**src/rtl/lfsr_pkg.sv**
```systemverilog
// Shared types and constants for the LFSR random-number core.
package lfsr_pkg;

  // Run-control FSM encoding
  typedef enum logic [1:0] {
    IDLE  = 2'd0,
    SEED  = 2'd1,
    RUN   = 2'd2,
    PAUSE = 2'd3
  } fsm_t;

  // Default maximal-length tap masks (bit i set => state[i] feeds back)
  localparam logic [7:0]  TAPS8  = 8'hB8;
  localparam logic [15:0] TAPS16 = 16'hB400;

endpackage

```
**src/rtl/lfsr_cfg_chain.sv**
```systemverilog
// Serial configuration chain: a 2*W-bit shift register ordered {taps, seed}
// plus the commit latch that publishes it as the active taps/seed.
module lfsr_cfg_chain #(
  parameter int W = 8
) (
  input  logic         clk,
  input  logic         rst,
  input  logic         shift,
  input  logic         din,
  input  logic         commit,
  output logic         dout,
  output logic [W-1:0] taps,
  output logic [W-1:0] seed
);

  logic [2*W-1:0] chain;

  // Shift in MSB first; the chain MSB drops out for daisy-chaining
  always_ff @(posedge clk or posedge rst) begin
    if (rst)        chain <= '0;
    else if (shift) chain <= {chain[2*W-2:0], din};
  end

  // Commit copies the pre-shift chain contents into the active registers
  always_ff @(posedge clk or posedge rst) begin
    if (rst) begin
      taps <= '0;
      seed <= '0;
    end else if (commit) begin
      taps <= chain[2*W-1:W];
      seed <= chain[W-1:0];
    end
  end

  assign dout = chain[2*W-1];

endmodule

```
**src/rtl/lfsr_rng_core.sv**
```systemverilog
// Fibonacci LFSR with serial config, step divider, lock-up recovery and an
// OUT_W-bit word collector behind a valid/ready handshake.
module lfsr_rng_core
  import lfsr_pkg::*;
#(
  parameter int WIDTH = 8,
  parameter int OUT_W = 4,
  parameter int DIV_W = 4
) (
  input  logic             clk,
  input  logic             rst,
  input  logic             cfg_shift,
  input  logic             cfg_din,
  output logic             cfg_dout,
  input  logic             cfg_commit,
  input  logic             run,
  input  logic [DIV_W-1:0] div,
  output logic             bit_out,
  output logic [OUT_W-1:0] word_out,
  output logic             word_valid,
  input  logic             word_ready,
  output logic             lockup,
  output logic             overrun
);

  localparam int CW = $clog2(OUT_W + 1);

  logic [WIDTH-1:0] taps;
  logic [WIDTH-1:0] seed;
  logic [WIDTH-1:0] seed_eff;
  logic [WIDTH-1:0] state;
  fsm_t             fsm;
  logic [DIV_W-1:0] cnt;
  logic [OUT_W-1:0] coll;
  logic [OUT_W-1:0] coll_nxt;
  logic [OUT_W:0]   coll_ext;
  logic [CW-1:0]    ccnt;
  logic             running;
  logic             tick;
  logic             zero;
  logic             step;
  logic             recover;
  logic             fb;
  logic             word_done;
  logic             accept;

  lfsr_cfg_chain #(.W(WIDTH)) u_chain (
    .clk    (clk),
    .rst    (rst),
    .shift  (cfg_shift),
    .din    (cfg_din),
    .commit (cfg_commit),
    .dout   (cfg_dout),
    .taps   (taps),
    .seed   (seed)
  );

  // A zero seed would park the register in its dead state, so substitute 1
  assign seed_eff = (seed == '0) ? WIDTH'(1) : seed;

  // Stepping is live only in RUN with run held high; commit wins over a step
  assign running   = (fsm == RUN) && run && !cfg_commit;
  assign tick      = running && (cnt == div);
  assign zero      = (state == '0);
  assign recover   = running && zero;
  assign step      = tick && !zero;
  assign fb        = ^(state & taps);

  // Collector shifts in the pre-step MSB; the extended vector keeps OUT_W=1 legal
  assign coll_ext  = {coll, state[WIDTH-1]};
  assign coll_nxt  = coll_ext[OUT_W-1:0];
  assign word_done = step && (ccnt == CW'(OUT_W - 1));
  assign accept    = word_valid && word_ready;

  assign bit_out   = state[WIDTH-1];

  // Run-control FSM; commit re-enters SEED from any state
  always_ff @(posedge clk or posedge rst) begin
    if (rst) begin
      fsm <= IDLE;
    end else if (cfg_commit) begin
      fsm <= SEED;
    end else begin
      case (fsm)
        IDLE:    fsm <= IDLE;
        SEED:    fsm <= run ? RUN : PAUSE;
        RUN:     if (!run) fsm <= PAUSE;
        PAUSE:   if (run)  fsm <= RUN;
        default: fsm <= IDLE;
      endcase
    end
  end

  // LFSR state: seed load, lock-up reload, or a Fibonacci shift
  always_ff @(posedge clk or posedge rst) begin
    if (rst)                              state <= '0;
    else if (fsm == SEED && !cfg_commit)  state <= seed_eff;
    else if (recover)                     state <= seed_eff;
    else if (step)                        state <= {state[WIDTH-2:0], fb};
  end

  // Step divider; a div lowered below cnt wraps to 0 without a tick
  always_ff @(posedge clk or posedge rst) begin
    if (rst) begin
      cnt <= '0;
    end else if (fsm == SEED) begin
      cnt <= '0;
    end else if (running) begin
      if (recover || cnt >= div) cnt <= '0;
      else                       cnt <= cnt + DIV_W'(1);
    end
  end

  // Bit collector; restarts after every completed word, kept or dropped
  always_ff @(posedge clk or posedge rst) begin
    if (rst) begin
      coll <= '0;
      ccnt <= '0;
    end else if (fsm == SEED) begin
      coll <= '0;
      ccnt <= '0;
    end else if (step) begin
      if (word_done) begin
        coll <= '0;
        ccnt <= '0;
      end else begin
        coll <= coll_nxt;
        ccnt <= ccnt + CW'(1);
      end
    end
  end

  // Output word register; a same-cycle accept frees the slot for a new word
  always_ff @(posedge clk or posedge rst) begin
    if (rst) begin
      word_out   <= '0;
      word_valid <= 1'b0;
    end else if (word_done && (!word_valid || word_ready)) begin
      word_out   <= coll_nxt;
      word_valid <= 1'b1;
    end else if (accept) begin
      word_valid <= 1'b0;
    end
  end

  // Sticky status flags, cleared only by commit or reset
  always_ff @(posedge clk or posedge rst) begin
    if (rst) begin
      lockup  <= 1'b0;
      overrun <= 1'b0;
    end else if (cfg_commit) begin
      lockup  <= 1'b0;
      overrun <= 1'b0;
    end else begin
      if ((fsm == SEED && seed == '0) || recover)     lockup  <= 1'b1;
      if (word_done && word_valid && !word_ready)     overrun <= 1'b1;
    end
  end

endmodule
```
**config.mk**
```make
export PLATFORM = sky130hd
export DESIGN_NAME = lfsr_rng_core
export DESIGN_NICKNAME = d
export VERILOG_FILES = /design/src/rtl/lfsr_pkg.sv /design/src/rtl/lfsr_cfg_chain.sv /design/src/rtl/lfsr_rng_core.sv
export SDC_FILE = /design/constraint.sdc
export NUM_CORES = 1
export LEC_CHECK = 0
export ABC_AREA = 1
export CAP_MARGIN = 40
export CORE_ASPECT_RATIO = 1.5
export CORE_MARGIN = 8
export CORE_UTILIZATION = 25
export DETAILED_ROUTE_END_ITERATION = 6
export PLACE_DENSITY = 0.5
export SYNTH_ARGS = -nofsm -noshare
export SYNTH_HDL_FRONTEND = slang
export SYNTH_HIERARCHICAL = 1
export SYNTH_SLANG_ARGS = --single-unit
```
**constraint.sdc**
```tcl
create_clock -name clk -period 2.78 [get_ports clk]
set_input_delay 0.278 -clock clk [delete_from_list [all_inputs] [get_ports clk]]
set_output_delay 0.278 -clock clk [all_outputs]
set_load 0.03 [all_outputs]
```
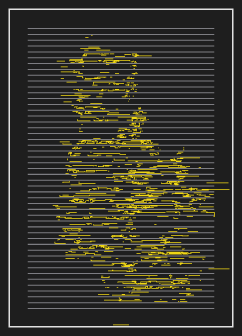
run_1/m1.png
Supply wires on this layer in grey.
367 nets have wire on it. The longest straight run is 24.8 microns. The wires run mostly horizontal.
overall via count from detail_route: 2244
GRT met1 Usage: 0.0835
wirelength, routed: 6.06 mm

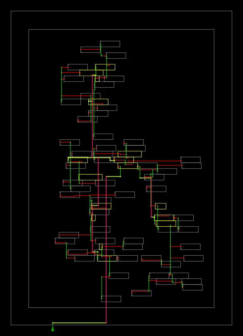
run_1/clock_nets.png
flop count: 59
Worst-Skew Late Latency: 320 ps

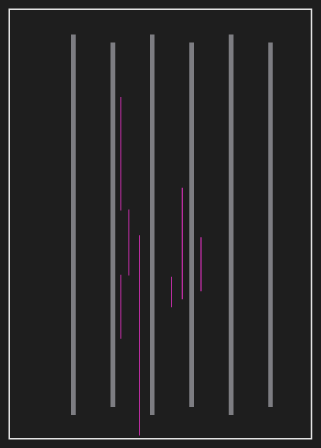
run_1/m4.png
Supply wires on this layer in grey.
The wires run mostly vertical. The layer carries 218 microns of wire. The longest straight run is 68.7 microns.

==> impl_metrics.csv, run 1 <==
group,metric,value,unit
worst_hold_path,min_path_type,"input pin to async pin",
synth,topCellsByArea,"sky130_fd_sc_hd__dfrtp_1, sky130_fd_sc_hd__nand2_1, sky130_fd_sc_hd__inv_1",
floorplanning,pin_count,20,
final_timing,worst_slack,1040,ps
synth,ys.warnings.count,6,
floorplanning,die_ht,147,microns
synth,multiplexer_fraction_of_the_synthesized_cell_area,0.00348,
floorplanning,std_cell_rows,48,
setup_path,setup.worst_path.class,"flip-flop to output pin",
grt,grt.overflow.total,0,
setup_path,crit_path_cell_trace,"clkdlybuf4s50_1",
clock_tree,cts_setup_buffers,0,
drt,met2_wl_post_dr,3.23,mm
synth,postSynth.asyncResetShare,1.00,
cells_and_area,antennaDiodeCount,0,
synth,synthDominantCellAreaShare,0.513,
final_timing,fin_hold_ws,344,ps
synth,ys.flop_type,"sky130_fd_sc_hd__dfrtp_1",
pwr,leakage,0.00192,uW
final_timing,worst-slew-pin-transition,684,ps
clock_tree,htree_depth,3,
cells_and_area,lay_top_count,"sky130_fd_sc_hd__nand2_1",
synth,syn_area_per_cell,7.93,sq um
placement,placed_cells,529,
floorplanning,core_util_floorplan,0.254,
pwr,power.density,743,mW/mm^2
drt,firstDrtPassIters,4,
drt,route.top_layer_used,"met4",
cells_and_area,fillCellCount,1205,
setup_path,cp_required,2500,ps
grt,global_route.usage.met2,0.155,
pwr,ir_worst_vdd,0.420,mV
pwr,fin_total_pwr,2640,uW
placement,gp_congestion,0.813,
clock_tree,clkSlewWorstSetupHoldPaths,50,ps
drt,route.detailed.wl_per_inst,11.1,microns
synth,post_synth_tally_of_flip_flops_with_integrated_enable,0,
setup_path,critical_path.top_delay_family,"buffers and inverters",
floorplanning,die_width,104,microns
clock_tree,clkSinkCount,59,
placement,standard_cell_area_after_detailed_placement,0.00321,sq mm
setup_path,critical_path.slowest_cell,"sky130_fd_sc_hd__clkdlybuf4s50_1",
flow_run,tool_warnings,26,
floorplanning,core_area,0.0114,sq mm
clock_tree,number_of_gates_resized_after_cts,0,
grt,first_global_vias,2213,
synth,top_cells_by_count,"sky130_fd_sc_hd__nand2_1, sky130_fd_sc_hd__dfrtp_1, sky130_fd_sc_hd__inv_1, sky130_fd_sc_hd__nor2_1, sky130_fd_sc_hd__a21oi_1",
pwr,p_comb_frac,0.119,
grt,grt_start_max_net_pins,33,
placement,dp_slack,769,ps
drt,detailedRoute.firstIterationViolations,79,
cells_and_area,final_cell_mix,"sky130_fd_sc_hd__nand2_1, sky130_fd_sc_hd__dfrtp_1, sky130_fd_sc_hd__inv_1",
drt,met3RoutedLength,125,microns
synth,aoi_share,0.0604,
final_timing,drv_slew,0,
final_timing,final_min_period_over_clock_period,0.624,
pwr,switchingPower,658,uW
cells_and_area,finalNetCount,407,
final_timing,final_min_period,1740,ps
cells_and_area,finish.cell_count_without_fillers,545,
cells_and_area,final_layout_size_suffix_gt1_frac,0.0835,
synth,synthTopLogicFamily,"simple AND/OR/NAND/NOR gates",
clock_tree,cts_hold_buf,0,
pwr,p_int,1980,uW
drt,drc,0,
final_timing,timing.final.hold_violations,0,
synth,synth.largest_area_cell,"sky130_fd_sc_hd__dfrtp_1",
grt,grt_antenna_before_repair,0,
cells_and_area,finished_layout_cell_area,0.00355,sq mm
clock_tree,clock_tree.buffer_depth,2,
clock_tree,cts_root_buffer,"sky130_fd_sc_hd__clkbuf_16",
synth,fraction_of_the_mapped_netlist_area_in_adder_cells,0.0261,
synth,ys_sh_xor,0.00304,
setup_path,critPathLaunchType,"flip-flop",
synth,synth.lib_cells_used.distinct,27,
synth,mappedNetlistNets,380,
placement,place_hpwl,4.61,mm
final_timing,timing.max_slew.rel_slack,0.543,
grt,grt_busiest_layer,"met2",
clock_tree,number_of_buffers_created_by_cts,9,
floorplanning,chip_area,0.0153,sq mm
drt,wl_met1,2.48,mm
synth,simple_gate_area_frac,0.310,
synth,yosys.stat.chipArea,0.00288,sq mm
setup_path,crit_path_max_fanout,4,
pwr,clkPwrFrac,0.478,
pwr,power.share.switching,0.249,
drt,detail-route-antenna-nets,0,
pwr,power.share.sequential,0.403,
grt,gr-usage-met3,0.0192,
grt,grt_first_pass_wirelength,10.5,mm
clock_tree,cts_tree,"done",
final_timing,max_clock_freq,576,MHz
outcome,status,"complete, no violations",
setup_path,timing.critical_path.buf_inv,1,
final_timing,setup_total_negative_slack,0,ps
drt,viasPerCell,4.12,
setup_path,cp_data_arrival_time,1460,ps
cells_and_area,area_delta_synth_final,23.3,%
synth,synth.most_common_cell,"sky130_fd_sc_hd__nand2_1",
placement,portBuffers,19,
setup_path,worst_path_largest_cell_delay,700,ps
final_timing,worst_clock_skew,4.61,ps
synth,ys_ff,59,
synth,post_synth_instance_area,0.00288,sq mm
synth,postSynthCellCount,363,
synth,synth_stat.cells,363,
cells_and_area,finalCoreUtilization,0.313,
synth,ys_seq_frac,0.513,
setup_path,critical_path_end_type,"output pin",
final_timing,timing.final.setup_violations,0,
final_timing,rsz0062_at_grt,"false",
flow_run,maxCapViolations,0,
grt,grt_use_total,0.0859,
## run 1: power by group through the flow
stage	sequential (uW)	combinational, uW	clock, uW
floorplan	1050	232	0
global placement	1080	308	0
detailed placement	1080	318	0
CTS	1060	320	1300
global route	1080	362	1330
finish	1060	313	1260
## run 1: worst reg2reg max path, stage by stage, from the launching register on
cell and delay, ps:
sky130_fd_sc_hd__dfrtp_1 390, sky130_fd_sc_hd__inv_1 120, sky130_fd_sc_hd__ha_1 240, sky130_fd_sc_hd__nand4_1 170
sky130_fd_sc_hd__inv_1 60, sky130_fd_sc_hd__nor3_1 240, sky130_fd_sc_hd__nand2_1 100, sky130_fd_sc_hd__nor2_1 150
sky130_fd_sc_hd__nand2_1 70, sky130_fd_sc_hd__nand2_1 60
## run 1: registers in the layout, summed over array words and instances (netlist names), 3 cells and up
| signal | count |
|---|---|
| u_chain/chain | 16 |
| state | 8 |
| coll | 3 |
| u_chain/taps | 8 |
| ccnt | 3 |
| cnt | 4 |
| word_out | 4 |
| u_chain/seed | 8 |
## run 1: path summary, 6_finish.rpt
kind | startpoint | to | slack, ps | cells past startpoint
max | state[7] | bit_out | 1040 | 1
min | rst | overrun | 340 | 3
max reg2reg | cnt[0] | cnt[1] | 1120 | 9
min reg2reg | u_chain/taps[1] | u_chain/taps[1] | 470 | 2
max in group asynchronous | rst | u_chain/chain[15] | 2120 | 3
min in group clk | u_chain/taps[1] | u_chain/taps[1] | 470 | 2
## run 1: layout make-up
type | count | area (sq um) | share of cell area
flip-flops and latches | 59 | 1480 | 0.416
clock buffers | 11 | 243 | 0.0684
inverters | 39 | 169 | 0.0476
multi-input cells | 259 | 1160 | 0.327
well taps | 150 | 188 | 0.0529
clock inverters | 5 | 100 | 0.0282
repair buffers | 22 | 213 | 0.0599
--- run 2 (diff from run 1) ---
--- a/config.mk
+++ b/config.mk
@@ -11,7 +11,7 @@
 export CORE_MARGIN = 8
 export CORE_UTILIZATION = 25
 export DETAILED_ROUTE_END_ITERATION = 6
-export PLACE_DENSITY = 0.5
+export PLACE_DENSITY = 0.52
 export SYNTH_ARGS = -nofsm -noshare
 export SYNTH_HDL_FRONTEND = slang
 export SYNTH_HIERARCHICAL = 1
==> constraint.sdc (replaced) <==
create_clock -name clk -period 1.45 [get_ports clk]
set_input_delay 0.145 -clock clk [delete_from_list [all_inputs] [get_ports clk]]
set_output_delay 0.145 -clock clk [all_outputs]
set_load 0.03 [all_outputs]
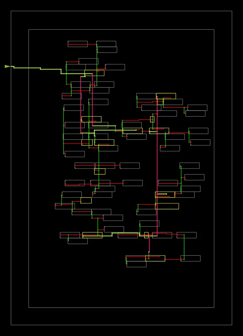
run_2/clock_nets.png
Clock group: 2170 uW
number of buffers created by CTS: 9
number of clock sinks: 59
Max Clock Skew: 6.21 ps

==> run 2 against run 1 <==
- the run now ends with setup timing left
- flip-flop count unchanged
- critical path depth grew 6
- worst hold slack worse by 130 ps
- final cell count rose by 6.1%
- critical endpoint is now ccnt[2]
- non-clock buffer count is 32 higher
- global-route usage is essentially flat
- design area rose by 9.0%
- register-to-register slack got worse by 1300 ps
- core utilization is 2.8 points higher
==> impl_metrics.csv, run 2 <==
group,metric,value,unit
final_timing,timing.final.setup_violations,22,
placement,place_hpwl,4.58,mm
setup_path,timing.reg2reg.setup_slack,-140,ps
drt,detail-route-antenna-nets,0,
drt,route.detailed.wl_per_inst,10.7,microns
setup_path,r2r-start,"cnt[3]",
synth,synth.most_common_cell,"sky130_fd_sc_hd__nand2_1",
cells_and_area,max_flop_register,"u_chain/chain",
cells_and_area,area_delta_synth_final,34.4,%
cells_and_area,multiInputGateArea,0.00127,sq mm
synth,syn_area_per_cell,7.93,sq um
flow_run,maxCapViolations,0,
setup_path,critical_path.slowest_cell,"sky130_fd_sc_hd__dfrtp_1",
setup_path,cp_required,1660,ps
final_timing,rsz0062_at_grt,"true",
cells_and_area,lay_top_count,"sky130_fd_sc_hd__nand2_1",
outcome,status,"finished with violations",
pwr,leakage,0.00213,uW
clock_tree,clock_tree.buffer_depth,2,
clock_tree,worstSkewPairLatency,320,ps
final_timing,timing.max_slew.rel_slack,0.732,
cells_and_area,finalNetCount,440,
clock_tree,cts_tree,"done",
clock_tree,htree_depth,3,
final_timing,drv_slew,0,
grt,grt_busiest_layer,"met2",
pwr,power-top-group,"clock",
cells_and_area,fillCellCount,1184,
pwr,power_sequential,1980,uW
floorplanning,chip_area,0.0153,sq mm
synth,ys_sh_xor,0.00304,
drt,met3RoutedLength,208,microns
grt,grt_antenna_before_repair,0,
synth,post_synth_tally_of_flip_flops_with_integrated_enable,0,
synth,topCellsByArea,"sky130_fd_sc_hd__dfrtp_1, sky130_fd_sc_hd__nand2_1, sky130_fd_sc_hd__inv_1",
outcome,failed_checks,"setup timing",
drt,viasPerCell,4.11,
floorplanning,die_width,104,microns
final_timing,worst_slack,-144,ps
grt,grt_first_pass_wirelength,10.6,mm
pwr,ir_worst_vdd,0.624,mV
setup_path,critical_path_end_type,"flip-flop",
drt,firstDrtPassIters,4,
grt,gr-usage-met3,0.0261,
setup_path,cp-endpoint,"ccnt[2]",
drt,drc,0,
pwr,switchingPower,1300,uW
pwr,p_comb_frac,0.162,
synth,synth.lib_cells_used.distinct,27,
synth,synthDominantCellAreaShare,0.513,
floorplanning,core_area,0.0114,sq mm
placement,portBuffers,19,
synth,aoi_share,0.0604,
synth,synth.largest_area_cell,"sky130_fd_sc_hd__dfrtp_1",
cells_and_area,finalCoreUtilization,0.341,
synth,postSynthCellCount,363,
setup_path,timing.critical_path.from,"cnt[3]",
synth,ys_seq_frac,0.513,
synth,synth_stat.cells,363,
setup_path,critPathLaunchType,"flip-flop",
synth,ys_ff,59,
grt,global_route.usage.met2,0.162,
clock_tree,clkSlewWorstSetupHoldPaths,50,ps
grt,grt_start_max_net_pins,33,
floorplanning,die_ht,147,microns
final_timing,final_min_period_over_clock_period,1.10,
final_timing,timing.final.hold_violations,0,
synth,simple_gate_area_frac,0.310,
setup_path,crit_path_cell_trace,"ha_4 > nand4_1 > nor2_4 > nand2_4 > buf_4 > o211ai_1 > inv_1",
final_timing,fin_hold_ws,210,ps
synth,ys.flop_type,"sky130_fd_sc_hd__dfrtp_1",
worst_hold_path,min_path_type,"input pin to async pin",
setup_path,cp_data_arrival_time,1810,ps
synth,yosys.stat.chipArea,0.00288,sq mm
pwr,power.share.switching,0.264,
floorplanning,pin_count,20,
flow_run,tool_warnings,29,
grt,first_global_vias,2405,
drt,detailedRoute.firstIterationViolations,44,
cells_and_area,antennaDiodeCount,0,
floorplanning,std_cell_rows,48,
pwr,power.density,1280,mW/mm^2
setup_path,crit_path_max_fanout,6,
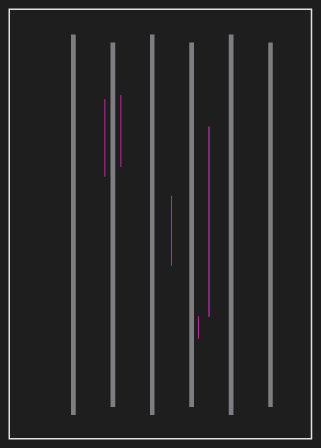
run_2/m4.png
Supply wires on this layer in grey.
The wires run mostly vertical. The layer carries 148 microns of wire. The layer holds 2.4% of the routed length. The longest straight run is 65.3 microns.
overall via count from detail_route: 2376
wirelength, routed: 6.20 mm

[run 2: cell counts after synthesis]
No cell type changed its count.
[run 2: worst min-delay path by stage]
stage	startpoint	to	slack, ps	cells after the start
5_1_grt	rst	fsm[0]	250	3
3_5_place_dp	u_chain/taps[1]	u_chain/taps[1]	460	2
2_1_floorplan	rst	ccnt[0]	200	1
4_1_cts	rst	fsm[1]	220	3
3_3_place_gp	u_chain/taps[2]	u_chain/taps[2]	460	2
6_report	rst	fsm[1]	210	3
[run 2: worst max-delay path: cells and delay by family (launching register included)]
kind | cells | cell delay [ps]
flip-flops | 1 | 410
adder cells (fa/ha/maj) | 1 | 280
AND/OR/NAND/NOR | 3 | 440
AND-OR/OR-AND | 1 | 140
buffers and inverters | 2 | 200
[run 2: metrics by stage]
step / area, sq um / cells / setup WS [ps]
floorplan: 2880 / 363 / -51.8
CTS: 3800 / 576 / -168
global placement: 3390 / 554 / -365
global route: 3870 / 578 / -253
finish: 3870 / 578 / -144
detailed placement: 3390 / 554 / -441
[run 2: what timing repair did]
item / CTS / global route
setup endpoints to repair: 32 / 24
pin swaps: 4 / 4
endpoints found under the hold margin: 0 / 0
resized: 18 / 11
gates cloned: 1 / 0
setup buffers: 5 / 2
[run 2: cells by family after synthesis]
kind of cell | after synthesis
compound gates | 30
fa+ha+maj | 6
mux | 1
xor+xnor | 1
flops | 59
buf+inv | 45
simple gates | 221
[run 2: layout make-up]
| cell class | instances | share of cell area |
|---|---|---|
| repair buffers | 54 | 0.117 |
| inverters | 39 | 0.0437 |
| well taps | 150 | 0.0485 |
| flip-flops and latches | 59 | 0.382 |
| clock inverters | 4 | 0.0123 |
| multi-input cells | 260 | 0.327 |
| clock buffers | 12 | 0.0689 |
--- run 3 (diff from run 2) ---
--- a/config.mk
+++ b/config.mk
@@ -10,7 +10,9 @@
 export CORE_ASPECT_RATIO = 1.5
 export CORE_MARGIN = 8
 export CORE_UTILIZATION = 25
+export CTS_CLUSTER_SIZE = 10
 export DETAILED_ROUTE_END_ITERATION = 6
+export GPL_ROUTABILITY_DRIVEN = 1
 export PLACE_DENSITY = 0.52
 export SYNTH_ARGS = -nofsm -noshare
 export SYNTH_HDL_FRONTEND = slang
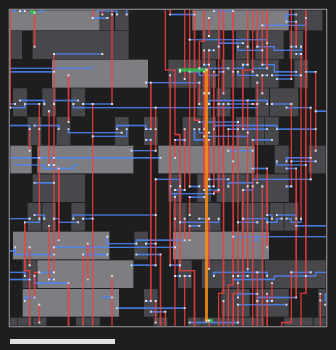
run_3/closeup.png
Bar = 10 microns. Window x 37 to 67, y 59 to 89 microns. Cells in grey, sequential cells in the stronger grey; small squares are vias.
Key: M3 = green; M1 = blue; M2 = red; M4 = orange
Most frequent: nand2_1 (26), dfrtp_1 (9), nor2_1 (7). 61 logic cells have their middle in the window. Sequential cells in the window: 9. Netlist names of flops here include u_chain/seed (5), state (3).

==> run 3 against run 2 <==
- the run still ends with setup timing left
- clock power barely moved
- sequential share of layout area did not move
- flip-flop count unchanged
- routed wire length did not move
- clock-buffer cell count unchanged
- global-route usage unchanged
- sequential power about the same
- synthesized cell count unchanged
- via count stayed put
- highest routed layer unchanged
==> impl_metrics.csv, run 3 <==
group,metric,value,unit
final_timing,rsz0062_at_grt,"true",
synth,ys_seq_frac,0.513,
drt,detail_route.wirelength,6.20,mm
pwr,fin_total_pwr,4950,uW
setup_path,r2r-start,"cnt[3]",
setup_path,cp_required,1660,ps
setup_path,timing.reg2reg.setup_slack,-140,ps
synth,postSynth.asyncResetShare,1.00,
worst_hold_path,min_path_type,"input pin to async pin",
grt,grt.overflow.total,0,
synth,post_synth_tally_of_flip_flops_with_integrated_enable,0,
setup_path,worstRegToRegCells,7,
grt,grt_start_max_net_pins,33,
synth,synth_stat.cells,363,
clock_tree,cts_root_buffer,"sky130_fd_sc_hd__clkbuf_16",
floorplanning,std_cell_rows,48,
clock_tree,number_of_buffers_created_by_cts,9,
pwr,power.density,1280,mW/mm^2
synth,synth.most_common_cell,"sky130_fd_sc_hd__nand2_1",
cells_and_area,largest_register_ff_count,16,
pwr,clkPwrFrac,0.438,
synth,ys.flop_type,"sky130_fd_sc_hd__dfrtp_1",
floorplanning,die_width,104,microns
synth,ys_ff,59,
drt,detail-route-antenna-nets,0,
clock_tree,worstSkewPairLatency,320,ps
final_timing,timing.max_slew.rel_slack,0.732,
outcome,failed_checks,"setup timing",
synth,synth.lib_cells_used.distinct,27,
floorplanning,core_area,0.0114,sq mm
final_timing,drv_slew,0,
drt,detailedRoute.firstIterationViolations,44,
drt,drc,0,
setup_path,critical_path_end_type,"flip-flop",
synth,synthTopLogicFamily,"simple AND/OR/NAND/NOR gates",
setup_path,critical_path.slowest_cell,"sky130_fd_sc_hd__dfrtp_1",
clock_tree,cts_hold_buf,0,
setup_path,setup.worst_path.class,"flip-flop to flip-flop",
pwr,comb-power,802,uW
final_timing,max_clock_freq,628,MHz
clock_tree,cts_tree,"done",
synth,topCellsByArea,"sky130_fd_sc_hd__dfrtp_1, sky130_fd_sc_hd__nand2_1, sky130_fd_sc_hd__inv_1",
placement,dp_slack,-441,ps
clock_tree,clkSinkCount,59,
drt,viasPerCell,4.11,
final_timing,final_min_period,1590,ps
placement,gp_congestion,0.787,
cells_and_area,max_flop_register,"u_chain/chain",
placement,standard_cell_area_after_detailed_placement,0.00339,sq mm
drt,route.vias.total,2376,
pwr,power.share.switching,0.264,
synth,top_cells_by_count,"sky130_fd_sc_hd__nand2_1, sky130_fd_sc_hd__dfrtp_1, sky130_fd_sc_hd__inv_1, sky130_fd_sc_hd__nor2_1, sky130_fd_sc_hd__a21oi_1",
floorplanning,die_ht,147,microns
setup_path,crit_path_max_fanout,6,
synth,ys.warnings.count,6,
flow_run,maxCapViolations,0,
setup_path,reg2reg_to,"ccnt[2]",
setup_path,critPathLaunchType,"flip-flop",
pwr,power-top-group,"clock",
final_timing,worst_slack,-144,ps
synth,postSynthCellCount,363,
floorplanning,pin_count,20,
floorplanning,core_util_floorplan,0.254,
setup_path,timing.critical_path.buf_inv,2,
synth,fraction_of_the_mapped_netlist_area_in_adder_cells,0.0261,
synth,multiplexer_fraction_of_the_synthesized_cell_area,0.00348,
pwr,p_comb_frac,0.162,
cells_and_area,finalNetCount,440,
final_timing,worst_clock_skew,6.21,ps
floorplanning,chip_area,0.0153,sq mm
final_timing,worst-slew-pin-transition,402,ps
flow_run,tool_warnings,29,
setup_path,cp_data_arrival_time,1810,ps
cells_and_area,final_cell_mix,"sky130_fd_sc_hd__nand2_1, sky130_fd_sc_hd__dfrtp_1, sky130_fd_sc_hd__inv_1, sky130_fd_sc_hd__buf_4, sky130_fd_sc_hd__nor2_1",
synth,post_synth_instance_area,0.00288,sq mm
pwr,pg_clk,2170,uW
synth,syn_area_per_cell,7.93,sq um
grt,first_global_vias,2405,
synth,simple_gate_area_frac,0.310,
synth,aoi_share,0.0604,
final_timing,final_min_period_over_clock_period,1.10,
drt,firstDrtPassIters,4,
cells_and_area,antennaDiodeCount,0,
cells_and_area,area_delta_synth_final,34.4,%
synth,ys_sh_xor,0.00304,
pwr,switchingPower,1300,uW
pwr,power.share.sequential,0.400,
setup_path,worst_path_largest_cell_delay,410,ps
outcome,status,"finished with violations",
cells_and_area,final_layout_size_suffix_gt1_frac,0.196,
cells_and_area,lay_top_count,"sky130_fd_sc_hd__nand2_1",
synth,synth.largest_area_cell,"sky130_fd_sc_hd__dfrtp_1",
placement,portBuffers,19,
pwr,leakage,0.00213,uW
synth,yosys.stat.chipArea,0.00288,sq mm
cells_and_area,finished_layout_cell_area,0.00387,sq mm
final_timing,timing.final.setup_violations,22,
synth,synthDominantCellAreaShare,0.513,
pwr,p_int,3640,uW
placement,place_hpwl,4.58,mm
setup_path,critical_path.top_delay_family,"simple AND/OR/NAND/NOR gates",
synth,mappedNetlistNets,380,
grt,grt_antenna_before_repair,0,
clock_tree,htree_depth,3,
setup_path,crit_path_cell_trace,"ha_4 > nand4_1 > nor2_4 > nand2_4 > buf_4 > o211ai_1 > inv_1",
pwr,ir_worst_vdd,0.624,mV
clock_tree,clkSlewWorstSetupHoldPaths,50,ps
grt,grt_first_pass_wirelength,10.6,mm
clock_tree,clock_tree.buffer_depth,2,
pwr,power_sequential,1980,uW
final_timing,timing.final.hold_violations,0,
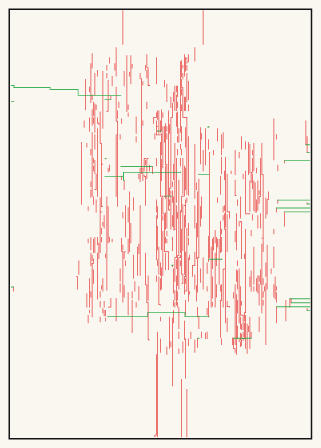
run_3/layers.png
Two of the layers only.
Key: M2 = red [wire length 3370 microns]; M3 = green [wire length 209 microns]
routed wirelength normalized by instance count: 10.7 microns
Tot GR Track Use: 0.0860

run 3: cell counts after synthesis:
No cell type changed its count.
run 3: metrics by stage:
step	std cells	hold slack [ps]	TNS (ps)	utilization
6_report	578	210	-2040	0.341
5_1_grt	578	251	-4600	0.341
4_1_cts	576	216	-2380	0.335
3_5_place_dp	554	461	-8460	0.299
3_3_place_gp	554	459	-7450	0.299
2_1_floorplan	363	198	-246	-
run 3: worst register-to-register path: cells and delay by family (launching register included):
family          cells  cell delay, ps
simple gates        3             440
flops               1             410
fa+ha+maj           1             280
buf+inv             2             200
compound gates      1             140
run 3: worst max-delay path by stage:
| stage | startpoint | endpoint | slack, ps | cells past startpoint |
|---|---|---|---|---|
| floorplan | cnt[1] | word_out[3] | -50 | 8 |
| global placement | div[1] | word_out[3] | -370 | 10 |
| detailed placement | div[3] | word_out[0] | -440 | 10 |
| CTS | cnt[3] | word_out[0] | -170 | 8 |
| global route | cnt[3] | state[1] | -250 | 7 |
| finish | cnt[3] | ccnt[2] | -140 | 7 |
run 3: cell families after synthesis:
family	Yosys count
AND-OR/OR-AND	30
XOR/XNOR	1
multiplexers	1
buffers and inverters	45
AND/OR/NAND/NOR	221
adder cells (fa/ha/maj)	6
flip-flops	59
run 3: per-layer routing:
metal	GRT usage	vias up	wire length [microns]
met4	0.0443	0	147
met1	0.0816	1087	2480
li1	-	1247	-
met5	0	-	0
met2	0.162	29	3370
met3	0.0261	13	208
run 3: what timing repair did:
item	CTS	global route
gates resized	18	11
pin swaps	4	4
endpoints found under the setup margin	32	24
setup buffers	5	2
gates cloned	1	0
run 3: layout make-up:
cell class	instances	area [sq um]
timing repair buffer	54	454
sequential	59	1480
inverter	39	169
clock inverter	4	47.5
fill	1184	7480
clock buffer	12	267
multi-input combinational	260	1270
tap	150	188
Power figures rest on the tool's default switching activity, not on a simulated workload.
